==> src/rtl/alu_share_arbiter.sv <==
`default_nettype none
// ============================================================================
// Module   : alu_share_arbiter
// Purpose  : Time-shares one combinational ALU between a datapath issue slot
//            (requester 0) and an auxiliary sequencer (requester 1). The
//            arbitration is round-robin. The winner's operands are registered
//            and drive the ALU. The result and zero flag come back on a
//            single response channel tagged with the requester id.
// Revision : 1.0  initial release
// ============================================================================
module alu_share_arbiter #(
    parameter int WIDTH = 32,
    parameter int OP_W  = 3
) (
    input  logic             CLK,
    input  logic             Reset,      // asynchronous, active-low

    input  logic             req0_valid,
    output logic             req0_ready,
    input  logic [WIDTH-1:0] req0_a,
    input  logic [WIDTH-1:0] req0_b,
    input  logic [WIDTH-1:0] req0_imm,
    input  logic [OP_W-1:0]  req0_op,
    input  logic             req0_srcb,

    input  logic             req1_valid,
    output logic             req1_ready,
    input  logic [WIDTH-1:0] req1_a,
    input  logic [WIDTH-1:0] req1_b,
    input  logic [WIDTH-1:0] req1_imm,
    input  logic [OP_W-1:0]  req1_op,
    input  logic             req1_srcb,

    output logic             resp_valid,
    input  logic             resp_ready,
    output logic             resp_id,
    output logic [WIDTH-1:0] resp_result,
    output logic             resp_zero,

    output logic [WIDTH-1:0] alu_read_data1,
    output logic [WIDTH-1:0] alu_read_data2,
    output logic [WIDTH-1:0] alu_extended_immediate,
    output logic [OP_W-1:0]  alu_ALUOp,
    output logic             alu_ALUSrcB,
    input  logic [WIDTH-1:0] alu_result,
    input  logic             alu_zero,

    output logic             busy
);

    typedef enum logic [1:0] {
        IDLE = 2'd0,
        EXEC = 2'd1,
        RESP = 2'd2
    } state_t;

    state_t           state_q, state_d;
    logic             last_grant_q, last_grant_d;
    logic             id_q, id_d;
    logic [WIDTH-1:0] a_q, a_d;
    logic [WIDTH-1:0] b_q, b_d;
    logic [WIDTH-1:0] imm_q, imm_d;
    logic [OP_W-1:0]  op_q, op_d;
    logic             srcb_q, srcb_d;
    logic             resp_valid_q, resp_valid_d;
    logic             resp_id_q, resp_id_d;
    logic [WIDTH-1:0] resp_result_q, resp_result_d;
    logic             resp_zero_q, resp_zero_d;

    logic             grant;
    logic             handshake;

    // Round-robin grant, only meaningful while idle: a lone requester wins,
    // under contention the one that did not win last time goes next.
    always_comb begin
        grant = 1'b0;
        if (state_q == IDLE) begin
            if (req0_valid && req1_valid) begin
                grant = ~last_grant_q;
            end else if (req1_valid) begin
                grant = 1'b1;
            end
        end
    end

    // Ready is also masked by reset, so no handshake can be seen while the
    // block is held in reset.
    assign req0_ready = Reset && (state_q == IDLE) && !grant && req0_valid;
    assign req1_ready = Reset && (state_q == IDLE) &&  grant && req1_valid;
    assign handshake  = req0_ready || req1_ready;

    // Next-state and register-update logic for the IDLE/EXEC/RESP sequence.
    always_comb begin
        state_d       = state_q;
        last_grant_d  = last_grant_q;
        id_d          = id_q;
        a_d           = a_q;
        b_d           = b_q;
        imm_d         = imm_q;
        op_d          = op_q;
        srcb_d        = srcb_q;
        resp_valid_d  = resp_valid_q;
        resp_id_d     = resp_id_q;
        resp_result_d = resp_result_q;
        resp_zero_d   = resp_zero_q;

        case (state_q)
            IDLE: begin
                if (handshake) begin
                    state_d      = EXEC;
                    id_d         = grant;
                    last_grant_d = grant;
                    if (grant) begin
                        a_d    = req1_a;
                        b_d    = req1_b;
                        imm_d  = req1_imm;
                        op_d   = req1_op;
                        srcb_d = req1_srcb;
                    end else begin
                        a_d    = req0_a;
                        b_d    = req0_b;
                        imm_d  = req0_imm;
                        op_d   = req0_op;
                        srcb_d = req0_srcb;
                    end
                end
            end
            EXEC: begin
                // The ALU has had a full cycle on the registered operands.
                state_d       = RESP;
                resp_result_d = alu_result;
                resp_zero_d   = alu_zero;
                resp_id_d     = id_q;
                resp_valid_d  = 1'b1;
            end
            RESP: begin
                if (resp_ready) begin
                    resp_valid_d = 1'b0;
                    state_d      = IDLE;
                end
            end
            default: begin
                state_d = IDLE;
            end
        endcase
    end

    // State and datapath registers; reset discards any in-flight operation.
    always_ff @(posedge CLK or negedge Reset) begin
        if (!Reset) begin
            state_q       <= IDLE;
            last_grant_q  <= 1'b1;
            id_q          <= 1'b0;
            a_q           <= '0;
            b_q           <= '0;
            imm_q         <= '0;
            op_q          <= '0;
            srcb_q        <= 1'b0;
            resp_valid_q  <= 1'b0;
            resp_id_q     <= 1'b0;
            resp_result_q <= '0;
            resp_zero_q   <= 1'b0;
        end else begin
            state_q       <= state_d;
            last_grant_q  <= last_grant_d;
            id_q          <= id_d;
            a_q           <= a_d;
            b_q           <= b_d;
            imm_q         <= imm_d;
            op_q          <= op_d;
            srcb_q        <= srcb_d;
            resp_valid_q  <= resp_valid_d;
            resp_id_q     <= resp_id_d;
            resp_result_q <= resp_result_d;
            resp_zero_q   <= resp_zero_d;
        end
    end

    // The ALU sees only registered operands. Its inputs hold still while
    // the block is idle.
    assign alu_read_data1         = a_q;
    assign alu_read_data2         = b_q;
    assign alu_extended_immediate = imm_q;
    assign alu_ALUOp              = op_q;
    assign alu_ALUSrcB            = srcb_q;

    assign resp_valid  = resp_valid_q;
    assign resp_id     = resp_id_q;
    assign resp_result = resp_result_q;
    assign resp_zero   = resp_zero_q;
    assign busy        = (state_q != IDLE);

endmodule
`default_nettype wire

==> config.mk <==
export PLATFORM = sky130hd
export DESIGN_NAME = alu_share_arbiter
export DESIGN_NICKNAME = d
export VERILOG_FILES = /design/src/rtl/alu_share_arbiter.sv
export SDC_FILE = /design/constraint.sdc
export NUM_CORES = 1
export LEC_CHECK = 0
export CAP_MARGIN = 20
export CORE_AREA = 2 2 145 147
export DETAILED_ROUTE_END_ITERATION = 10
export DIE_AREA = 0 0 147 149
export HOLD_SLACK_MARGIN = 0.1
export PLACE_DENSITY = 0.81
export SYNTH_ARGS = -nofsm -noshare
export SYNTH_HDL_FRONTEND = slang
export SYNTH_SLANG_ARGS = --single-unit
==> constraint.sdc <==
create_clock -name CLK -period 4.1 [get_ports CLK]
set_clock_uncertainty 0.05 [all_clocks]
set_input_delay 0.82 -clock CLK [delete_from_list [all_inputs] [get_ports CLK]]
set_output_delay 0.82 -clock CLK [all_outputs]
set_load 0.02 [all_outputs]
Fig. 1: run 1, clock wiring as the flow saved it
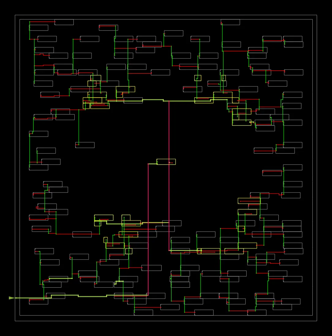
CTS sink cnt: 139
P_clk: 1.51 mW
clock buffers: 18

Fig. 2: run 1, port wiring
Drawn at 3 px/µm.
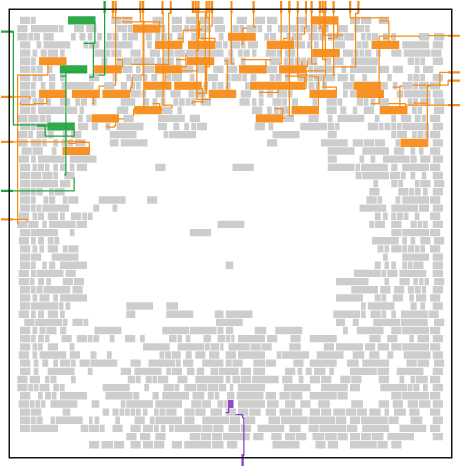
[req0_ready] purple | bits: 1 | direction: output | end cells: 1 | buffers: 1 | wire: 19.9 µm
[alu_extended_immediate] orange | bits: 32 | direction: output | end cells: 32 | buffers: 32 | wire: 1060 µm
[alu_ALUOp] green | bits: 3 | direction: output | end cells: 3 | buffers: 3 | wire: 177 µm
Port Buf Inserts: 375
Ports: 376

==> metrics.cfg, run 1 <==
[status]
status=complete, no violations

[power]
p_int_mw=4.65
ir_drop_uv=295
leakage_nw=4.13
swShare=0.395
p_switching_mw=3.03
p_seq_frac=0.313
p_clk_frac=0.197
total_power_mw=7.68

[final_layout]
diodes=0
fillers=1827
lay_top_count=clkdlybuf4s50_1
area.growth.synth_to_final_pct=65.9
fin_util=0.533
n_all_buffers=390
dominant_cells=buffers
logic_area_um2=2650
final_nets=1241

[die]
rows=53
taps=275
die_h_um=149

[placement]
dp_hpwl_um=16000
dp_cells=1258
place_area_um2=10400
gp_routability_congestion=0.827

[synth]
ys.flops=139
ys_area_um2=6610
yosysUniqueCellTypes=25
ys_sh_simple=0.0865
synth.area.top_cells=dfrtp_1 52%, a31oi_1 9.6%, a21oi_1 7.9%, nand3_1 7.6%, o21ai_0 6.1%
synth-async-reset-ratio=1.00
edf_count=0
synth_area_um2=6610
yosysWarnings=0
synth_top_flop_cell=dfrtp_1
common_cells=138 x dfrtp_1, 104 x a21oi_1, 101 x a31oi_1
ys_top_logic_family=AND-OR/OR-AND gates

[global_routing]
grt_max_degree=101
grt_antenna_before_repair=1
first_global_vias=6894
grt_util_met2=0.364
grt_first_pass_wirelength_um=37700
grt_usage=0.216

[route]
met1_length_um=9450
wl_met3_um=2080
drc=0
via_per_inst=5.38
finalWirelength_um=24100
ant_nets=0
drt-pass1-iter-count=4

[worst_setup_path]
worstSetupEndpointType=output pin
cp_common_cell=clkdlybuf4s50_1
crit_buf_inv=2
r2r-end=alu_extended_immediate[13]
worstSetupPathType=input pin to output pin
worstReg2RegStart=state_q[1]
arrival_ps=2430
cp_top_family=buffers and inverters
critical-path-slowest-cell=clkdlybuf4s50_1

[clock_tree]
ctsResizeCount=0
insertion_delay_ps=400
root_buffer=clkbuf_16
max-clock-path-buffers=2
post_cts.repair.setup_buffers=0

[sta]
period_used_share=0.805
fmax_ghz=0.303
max_slew_margin=0.307
setup_viol=0
tightestPinTransition_ps=1040

[job]
warning_count=27
drv_cap=0

[worst_hold_path]
worstHoldStart=resp_result[26]

Fig. 3: run 1, signal wires on met3
Drawn at 2 px/µm.
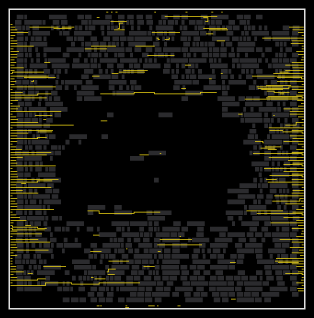
main direction: horizontal
share of all routed wire: 8.6%
longest straight run: 31.3 µm
nets with wire on the layer: 242
wire length on this layer: 2080 µm
vias: 6940
GRT met3 Usage: 0.0645

Fig. 4: run 1, cell classes on the final placement
Drawn at 2 px/µm.
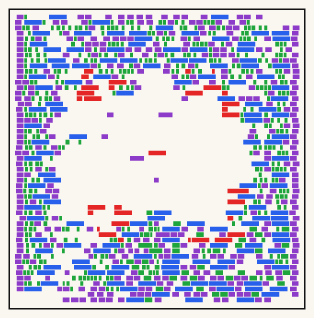
[remaining buffers and delay cells] purple | cells: 390 | share of their area: 37%
[clock drivers and dummy loads] red | cells: 32 | share of their area: 5.4%
[registers] blue | cells: 139 | share of their area: 33%
[remaining logic cells] green | cells: 455 | share of their area: 25%
Core ar.: 20600 µm²
fin area: 11000 µm²

Fig. 5: run 1, clock wires, drivers and flops
Drawn at 3 px/µm.
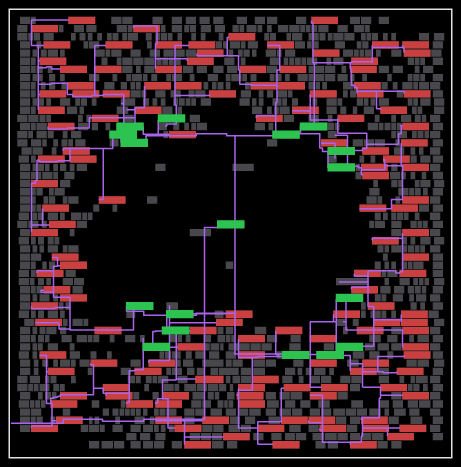

==> run 2, diff against run 1 <==
--- a/config.mk
+++ b/config.mk
@@ -6,11 +6,11 @@
 export NUM_CORES = 1
 export LEC_CHECK = 0
 export CAP_MARGIN = 20
-export CORE_AREA = 2 2 145 147
+export CORE_AREA = 2 2 146 148
 export DETAILED_ROUTE_END_ITERATION = 10
-export DIE_AREA = 0 0 147 149
+export DIE_AREA = 0 0 148 150
 export HOLD_SLACK_MARGIN = 0.1
-export PLACE_DENSITY = 0.81
+export PLACE_DENSITY = 0.8
 export SYNTH_ARGS = -nofsm -noshare
 export SYNTH_HDL_FRONTEND = slang
 export SYNTH_SLANG_ARGS = --single-unit
==> constraint.sdc (replaced) <==
create_clock -name CLK -period 3.45 [get_ports CLK]
set_clock_uncertainty 0.05 [all_clocks]
set_input_delay 0.69 -clock CLK [delete_from_list [all_inputs] [get_ports CLK]]
set_output_delay 0.69 -clock CLK [all_outputs]
set_load 0.02 [all_outputs]
Fig. 6: run 2, clock wires, drivers and flops
Drawn at 3 px/µm.
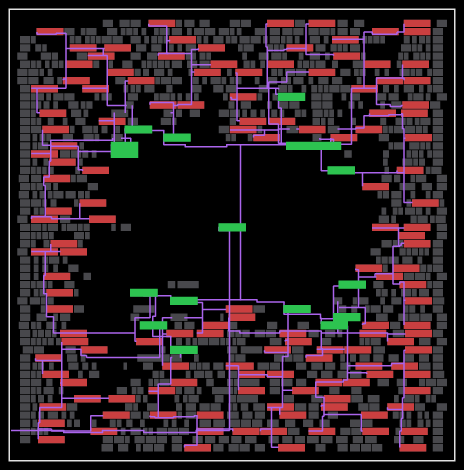
[clock wires] purple | length: 1990 µm
[flip-flops] red | count: 139
[clock-net drivers] green | count: 17
flops lie: spread over the die
Clock Latency Late Sink: 400 ps
P_clk: 1.86 mW
clock share of power: 0.203

Fig. 7: run 2, clock wiring as the flow saved it
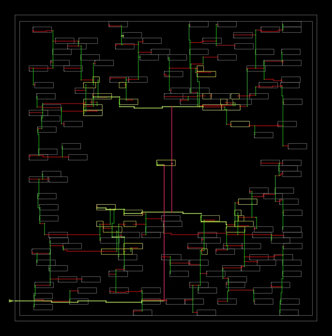
clock buffers: 17
CTS buffer count: 17
Flops: 139

==> run 2 against run 1 <==
Compared with the run above:
- critical endpoint unchanged
- worst hold slack got worse by 27 ps
- largest power group unchanged
- global-route usage fell by 0.24 points
- utilization fell by 0.17 points
- combinational power rose by 19%
- area after synthesis did not move
- first-iteration DRC count fell by 17%
- clock-buffer cell count fell by 1
- die area rose by 1.4%
==> metrics.cfg, run 2 <==
[status]
status=complete, no violations  ; unchanged

[die]
die_h_um=150  ; was 149 µm
core_area_um2=20700  ; was 20600 µm²
rows=53  ; unchanged
taps=275  ; unchanged

[worst_setup_path]
cp_top_family=buffers and inverters  ; unchanged
worstSetupEndpointType=output pin  ; unchanged
worstReg2RegStart=state_q[1]  ; unchanged
r2r-end=alu_read_data2[4]  ; was alu_extended_immediate[13]
critical-path-slowest-cell=clkdlybuf4s50_1  ; unchanged
crit_buf_inv=2  ; unchanged
worstSetupPathType=input pin to output pin  ; unchanged

[clock_tree]
ctsResizeCount=0  ; unchanged
max-clock-path-buffers=2  ; unchanged
post_cts.repair.setup_buffers=0  ; unchanged
clock-sinks=139  ; unchanged
root_buffer=clkbuf_16  ; unchanged

[synth]
yosysWarnings=0  ; unchanged
ys.flops=139  ; unchanged
synth-async-reset-ratio=1.00  ; unchanged
ys_area_um2=6610  ; unchanged
synth_top_flop_cell=dfrtp_1  ; unchanged
ys_top_logic_family=AND-OR/OR-AND gates  ; unchanged
synth_area_um2=6610  ; unchanged
yosysUniqueCellTypes=25  ; unchanged

[sta]
setup_viol=0  ; unchanged
tightestPinTransition_ps=965  ; was 1040 ps
period_used_share=0.893
max_slew_margin=0.356  ; was 0.307

[power]
total_power_mw=9.18  ; was 7.68 mW
swShare=0.397  ; was 0.395
leakage_nw=4.13  ; about the same
p_switching_mw=3.65  ; was 3.03 mW

[job]
drv_cap=0  ; unchanged
warning_count=30  ; was 27

[route]
via_count=6900  ; was 6940
wl_met3_um=2040  ; was 2080 µm
via_per_inst=5.34  ; was 5.38
ant_nets=0  ; unchanged
met1_length_um=9800  ; was 9450 µm

[final_layout]
logic_area_um2=2650  ; unchanged
diodes=0  ; unchanged
finalInstanceArea_um2=11000  ; about the same
area.growth.synth_to_final_pct=66.5  ; was 65.9%
final_nets=1241  ; unchanged
fin_util=0.532  ; was 0.533
lay_top_count=clkdlybuf4s50_1  ; unchanged

[placement]
dp_cells=1259  ; was 1258
gp_routability_congestion=0.779  ; was 0.827
place_area_um2=10400  ; about the same

[global_routing]
grt_first_pass_wirelength_um=37700  ; about the same
first_global_vias=6893  ; was 6894
grt_util_met2=0.359  ; was 0.364

No activity file was given, so power comes from the tool's default toggle rates.
